$ cat src/rtl/player_bullet.sv
// Player bullet: spawns at the muzzle on a fire press, climbs on move strobes,
// retires on hit or at the top, then waits a frame-counted cooldown.
module player_bullet #(
  parameter int unsigned BULLET_STEP     = 4,
  parameter int unsigned BULLET_TOP      = 16,
  parameter int unsigned MUZZLE_OFFSET   = 8,
  parameter int unsigned COOLDOWN_FRAMES = 8
) (
  input  logic       clk,
  input  logic       rst,
  input  logic       frame,
  input  logic       clk_move,
  input  logic       fire,
  input  logic [9:0] player_x,
  input  logic [9:0] player_y,
  input  logic       hit,
  output logic [9:0] bullet_x,
  output logic [9:0] bullet_y,
  output logic       bullet_active,
  output logic       shot_fired
);

  typedef enum logic [1:0] {IDLE, ACTIVE, COOLDOWN} state_t;

  localparam logic [10:0] RETIRE_Y = 11'(BULLET_TOP + BULLET_STEP);
  localparam logic [9:0]  STEP     = 10'(BULLET_STEP);
  localparam logic [9:0]  OFFSET   = 10'(MUZZLE_OFFSET);
  localparam logic [7:0]  CD_LOAD  = 8'(COOLDOWN_FRAMES);

  state_t     state, state_nxt;
  logic [9:0] pos_x, pos_x_nxt, pos_y, pos_y_nxt;
  logic [7:0] cnt, cnt_nxt;
  logic       fire_prev, armed, press, shot_nxt;

  // armed only rises once fire has been seen low after reset, so a button
  // held through reset release cannot look like a fresh press.
  assign press = fire & ~fire_prev & armed;

  always_ff @(posedge clk or posedge rst) begin
    if (rst) begin
      state         <= IDLE;
      pos_x         <= '0;
      pos_y         <= '0;
      cnt           <= '0;
      fire_prev     <= 1'b0;
      armed         <= 1'b0;
      shot_fired    <= 1'b0;
      bullet_x      <= '0;
      bullet_y      <= '0;
      bullet_active <= 1'b0;
    end else begin
      state      <= state_nxt;
      pos_x      <= pos_x_nxt;
      pos_y      <= pos_y_nxt;
      cnt        <= cnt_nxt;
      fire_prev  <= fire;
      armed      <= armed | ~fire;
      shot_fired <= shot_nxt;
      if (frame) begin
        bullet_x      <= pos_x;
        bullet_y      <= pos_y;
        bullet_active <= (state == ACTIVE);
      end
    end
  end

  always_comb begin
    state_nxt = state;
    pos_x_nxt = pos_x;
    pos_y_nxt = pos_y;
    cnt_nxt   = cnt;
    shot_nxt  = 1'b0;
    unique case (state)
      IDLE: begin
        if (press) begin
          state_nxt = ACTIVE;
          pos_x_nxt = player_x + OFFSET;
          pos_y_nxt = player_y;
          shot_nxt  = 1'b1;
        end
      end
      ACTIVE: begin
        if (hit) begin
          state_nxt = COOLDOWN;
          cnt_nxt   = CD_LOAD;
        end else if (clk_move) begin
          if ({1'b0, pos_y} >= RETIRE_Y) begin
            pos_y_nxt = pos_y - STEP;
          end else begin
            state_nxt = COOLDOWN;
            cnt_nxt   = CD_LOAD;
          end
        end
      end
      COOLDOWN: begin
        if (frame) begin
          if (cnt <= 8'd1) begin
            state_nxt = IDLE;
            cnt_nxt   = '0;
          end else begin
            cnt_nxt = cnt - 8'd1;
          end
        end
      end
      default: state_nxt = IDLE;
    endcase
  end

endmodule

$ cat config.mk
export PLATFORM = sky130hd
export DESIGN_NAME = player_bullet
export DESIGN_NICKNAME = d
export VERILOG_FILES = /design/src/rtl/player_bullet.sv
export SDC_FILE = /design/constraint.sdc
export NUM_CORES = 1
export LEC_CHECK = 0
export ABC_AREA = 0
export CORE_MARGIN = 5
export CORE_UTILIZATION = 30
export CTS_BUF_LIST = sky130_fd_sc_hd__clkbuf_8
export DETAILED_ROUTE_END_ITERATION = 8
export PLACE_DENSITY = 0.57
export SYNTH_ARGS = -nofsm -noshare
export SYNTH_HDL_FRONTEND = slang
export SYNTH_SLANG_ARGS = --single-unit
$ cat constraint.sdc
create_clock -name clk -period 6.05 [get_ports clk]
set_input_delay 0.605 -clock clk [delete_from_list [all_inputs] [get_ports clk]]
set_output_delay 0.605 -clock clk [all_outputs]
set_load 0.03 [all_outputs]
==> run_1/wires.png <==
Two of the layers only.
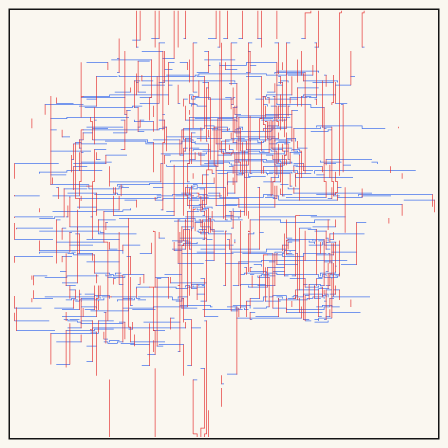
| color | layer | wire length |
|---|---|---|
| blue | metal 1 | 2830 microns |
| red | metal 2 | 2700 microns |
GR Util All Layers: 10.8%
Routed WL per cell: 14.6 microns
aggregate routed wire length: 5790 microns
vias after detailed routing: 1974

==> run_1/power_grid.png <==
The bar under the picture is 20 microns long. Pins as bars on the die edge. Tap cells in gray.
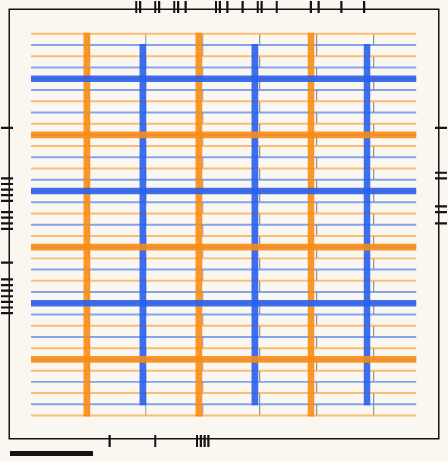
| color | net |
|---|---|
| orange | VSS |
| blue | VDD |
met5 straps: 6
rows: 34
signal pins: 48
tap cells: 108
maximum vdd drop: 257 uV
die height: 104 microns

==> run_1/congestion.png <==
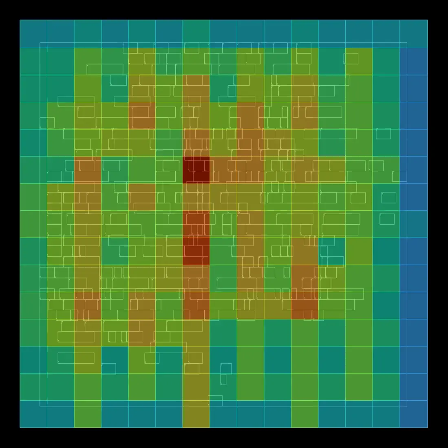
most heavily used metal layer in global routing: met2
utilization of the core after routing: 38.4%

==> run_1/detail.png <==
Window x 65 to 90, y 13 to 38 microns. Cells in gray, sequential cells in the stronger gray; small squares are vias.
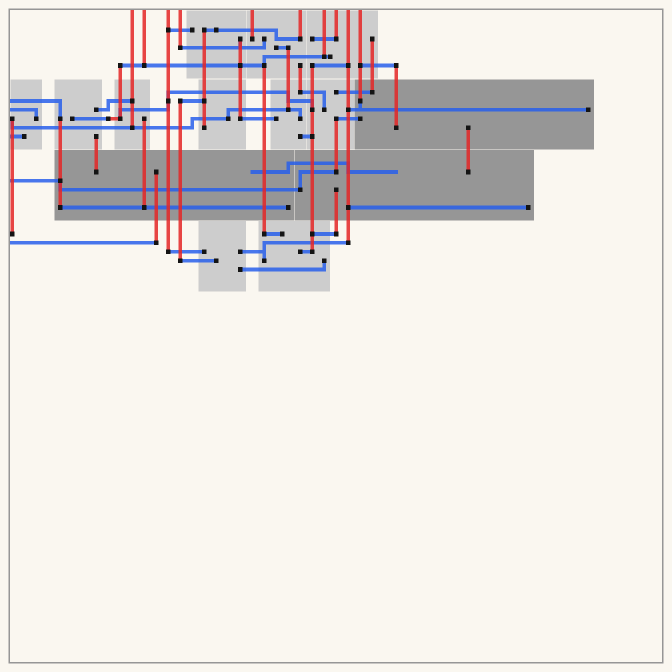
| color | layer |
|---|---|
| blue | metal 1 |
| red | metal 2 |
sequential cells in the window: 3
most frequent: dfrtp_1 (3)
netlist names of flops here include: cnt (3)
cells with their middle in the window: 14

==> out/qor_table.md, run 1 <==
| Item | This run |
| --- | --- |
| Synth top area cells | sky130_fd_sc_hd__dfrtp_1, sky130_fd_sc_hd__mux2_2, sky130_fd_sc_hd__ha_1 |
| Die outline area | 10800 sq um |
| Category of the critical setup timing path | in -> reg |
| Capturing element type of the critical path | flip-flop |
| Minimum clock period | 3.05 ns |
| Terminus of the critical flop-to-flop path | cnt[6] |
| Max layer used | met4 |
| Overflow left after global routing | 0 |
| Start point of the critical path | frame |
| Fraction of layout instances using a drive strength above 1 | 14.6% |
| Fin crit share | 50.4% |
| Max Freq | 328 MHz |
| Post-Syn Instances | 239 |
| Top Ports | 48 |
| Unrepaired setup endpoints after global routing | false |
| GR Util met1 | 15.3% |
| Cell taking the most area after synthesis | sky130_fd_sc_hd__dfrtp_1 |
| Post-route non-filler standard cell count | 396 |
| Setup fix buffers added after clock tree synthesis | 0 |
| Hold-critical path depth | 2 |
| Met2 wirelength from detailed routing | 2700 microns |
| Number of placement rows | 34 |
| Synth mux share | 11.9% |
| Fraction of the yosys area taken by sequential cells | 51.3% |
| Pins over their slew limit | 0 |
| Met2 Resource Use GR | 16.3% |
| # placed instances | 388 |
| Post-Syn Area per Cell | 11.0 sq um |
| Number of synthesized flops with an enable pin | 0 |
| Aoi share | 14.7% |
| Transition time at the pin with the least slew margin | 1.08 ns |
| Post-Synthesis Net Count | 274 |
| Leading cell types by count after synthesis | sky130_fd_sc_hd__dfrtp_1, sky130_fd_sc_hd__mux2_2, sky130_fd_sc_hd__nand2_1, sky130_fd_sc_hd__o21ai_0, sky130_fd_sc_hd__nor2_1 |
| CTS tree | done |
| Worst hold path endpoint | pos_x[6] |
| Post-synthesis instance area | 2630 sq um |
| Gates resized, CTS repair | 0 |
| Result of the run | completed |
| Number of endpoints failing setup at the final stage | 0 |
| Max capacitance violation total | 0 |
| Detailed router's first-iteration violation count | 92 |
run 1: cell type report:
| class | count | area [sq um] |
|---|---|---|
| Timing Repair Buffer | 48 | 478 |
| Multi-Input combinational cell | 167 | 1210 |
| Clock inverter | 2 | 16.3 |
| Fill cell | 866 | 5320 |
| Clock buffer | 6 | 82.6 |
| Sequential cell | 54 | 1350 |
| Inverter | 11 | 41.3 |
| Tap cell | 108 | 135 |
run 1: stage by stage:
stage                     setup slack, ns  total power, uW  utilization [%]  cell area [sq um]  hold slack [ns]
after floorplan                      4.09             1140                -               2630            0.444
after global placement               2.68             1390             37.2               3220            0.459
after global routing                 2.78             1740             38.4               3310            0.516
after CTS                            2.97             1640             38.4               3310            0.490
after detailed placement             2.63             1410             37.2               3220            0.466
final                                3.00             1610             38.4               3310            0.483
run 1: critical path: stages:
cell and delay, ns:
sky130_fd_sc_hd__clkdlybuf4s50_1 0.97, sky130_fd_sc_hd__nand2b_1 0.42, sky130_fd_sc_hd__and3_1 0.19, sky130_fd_sc_hd__a32oi_1 0.62
sky130_fd_sc_hd__or2_1 0.33, sky130_fd_sc_hd__o31ai_1 0.10
run 1: logic make-up (layout without fill, tap and decap cells):
group                    Yosys count  count (layout)
AND/OR/NAND/NOR                   68              68
AND-OR/OR-AND                     57              57
flip-flops                        54              54
multiplexers                      28              28
buffers and inverters             18              67
adder cells (fa/ha/maj)            9               9
XOR/XNOR                           5               5
run 1: registers in the layout, indices dropped and copies added (netlist names):
signal,flops
cnt,8
state,2
bullet_x,10
pos_x,10
armed,1
fire_prev,1
pos_y,10
bullet_active,1
shot_fired,1
bullet_y,10
run 1: power by group:
part	switching, uW	total, uW	internal [uW]
sequential	117	633	516
clock	124	218	94.5
combinational	420	764	344
total	661	1610	954
==> run_1/flops_by_reg.png <==
Other sequential cells in the stronger gray, the rest of the logic in the fainter gray.
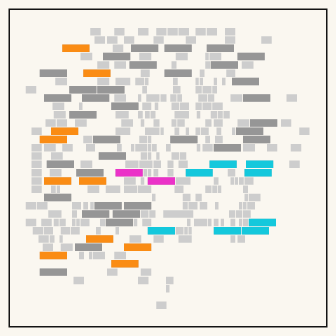

==> inputs of run 2 (changes only) <==
clock period = 2.92 ns   (was 6.05 ns; I/O delays follow)
==> run_2/flops_by_reg.png <==
Other sequential cells in the stronger gray, the rest of the logic in the fainter gray.
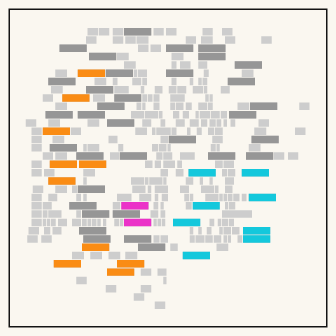
| color | signal | flops |
|---|---|---|
| orange | bullet_x | 10 |
| cyan | cnt | 8 |
| magenta | state | 2 |
not colored: 34
utilization of the core after routing: 38.7%
sequential share of cell area: 40.4%
sequential cell power: 1310 uW
Sequential cell area: 1350 sq um

==> run 2 against run 1 <==
Clock skew rose by 0.0021 ns. Count of clock-buffer cells in the layout down 1. Routed wire length is 0.81% higher. Total power rose by 110%. Sequential power rose by 110%. Largest cell class unchanged.
==> out/qor_table.md, run 2 <==
| Item | This run |
| --- | --- |
| Post-route non-filler standard cell count | 401 |
| Crit path max-delay family | multiplexers |
| Cell taking the most area after synthesis | sky130_fd_sc_hd__dfrtp_1 |
| Synth top area cells | sky130_fd_sc_hd__dfrtp_1, sky130_fd_sc_hd__mux2_2, sky130_fd_sc_hd__ha_1 |
| Setup fix buffers added after clock tree synthesis | 0 |
| Setup WS pre-CTS | 0.698 ns |
| Die outline area | 10800 sq um |
| Gates resized, CTS repair | 0 |
| Start point of the critical path | state[1] |
| Capturing element type of the critical path | flip-flop |
| Post-Syn Instances | 239 |
| Met2 wirelength from detailed routing | 2770 microns |
| Post-Syn Area per Cell | 11.0 sq um |
| Cell-by-cell trace of the critical path | inv_1 > ha_1 > mux2_2 > o21ai_1 > nor2_1 > mux2i_1 > o21ai_0 |
| Post-synthesis instance area | 2630 sq um |
| Unrepaired setup endpoints after global routing | false |
| Pins over their slew limit | 0 |
| Leading cell types by count after synthesis | sky130_fd_sc_hd__dfrtp_1, sky130_fd_sc_hd__mux2_2, sky130_fd_sc_hd__nand2_1, sky130_fd_sc_hd__o21ai_0, sky130_fd_sc_hd__nor2_1 |
| Max Freq | 467 MHz |
| Top Ports | 48 |
| Number of endpoints failing setup at the final stage | 0 |
| CTS tree | done |
| Worst-path cell with the longest stage delay | sky130_fd_sc_hd__ha_1 |
| Fraction of layout instances using a drive strength above 1 | 16.0% |
| Result of the run | completed |
| Fin crit share | 73.4% |
| Aggregate routed wire length | 5840 microns |
| Vias after detailed routing | 1959 |
| Max layer used | met4 |
| # placed instances | 393 |
| Maximum vdd drop | 529 uV |
| Transition time at the pin with the least slew margin | 0.692 ns |
| Post-Synthesis Net Count | 274 |
==> run_2/congestion.png <==
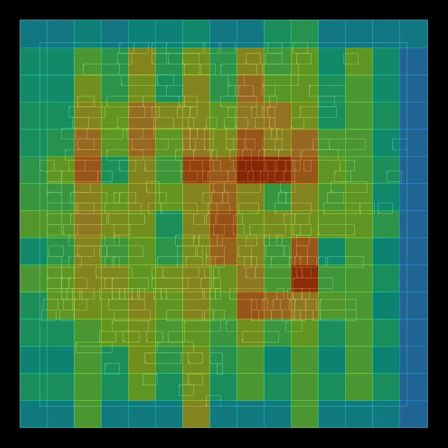
met3 usage: 2.67%
GR Util All Layers: 11.1%
Routed WL per cell: 14.6 microns
GR Util met1: 14.3%

## run 2: cell counts after synthesis
No cell type changed its count.
## run 2: path summary, 6_finish.rpt
path,endpoint,slack (ns),cells past startpoint
setup / recovery,pos_y[7],0.78,7
hold / removal,bullet_x[8],0.24,2
setup reg to reg,pos_y[7],0.78,7
hold reg to reg,pos_x[3],0.50,2
max in group asynchronous,pos_y[6],2.09,3
min in group clk,pos_x[3],0.50,2
## run 2: final cells by class
class / instances / area [sq um] / area share [%]
repair buffers: 53 / 515 / 15.4
well taps: 108 / 135 / 4.04
clock buffers: 5 / 68.8 / 2.06
clock inverters: 3 / 22.5 / 0.673
inverters: 11 / 41.3 / 1.23
flip-flops and latches: 54 / 1350 / 40.4
multi-input cells: 167 / 1210 / 36.2
## run 2: cell families after synthesis
kind of cell / after synthesis / synth area share, %
adders and majority gates: 9 / 4.28
xor gates and xnor gates: 5 / 1.66
DFF: 54 / 51.3
AOI/OAI and AO/OA: 57 / 14.7
muxes: 28 / 11.9
buffers and inverters: 18 / 2.76
and+or+nand+nor: 68 / 13.3
## run 2: power breakdown
part	internal (uW)	switching (uW)	total, uW
Clock	174	259	433
Combinational	744	879	1620
Sequential	1070	245	1310
Total	1990	1380	3370
## run 2: worst reg2reg max path, delay by kind of cell (launching register included)
family / cells / cell delay [ns]
buffers and inverters: 1 / 0.10
multiplexers: 2 / 0.54
AND/OR/NAND/NOR: 1 / 0.08
flip-flops: 1 / 0.41
adder cells (fa/ha/maj): 1 / 0.43
AND-OR/OR-AND: 2 / 0.46
## run 2: per-layer routing
layer | up-vias | global-route usage, %
met4 | 0 | 2.78
met1 | 941 | 14.3
met2 | 44 | 18.7
met5 | - | 0
met3 | 5 | 2.67
li1 | 969 | -
Power and IR drop assume default switching activity.
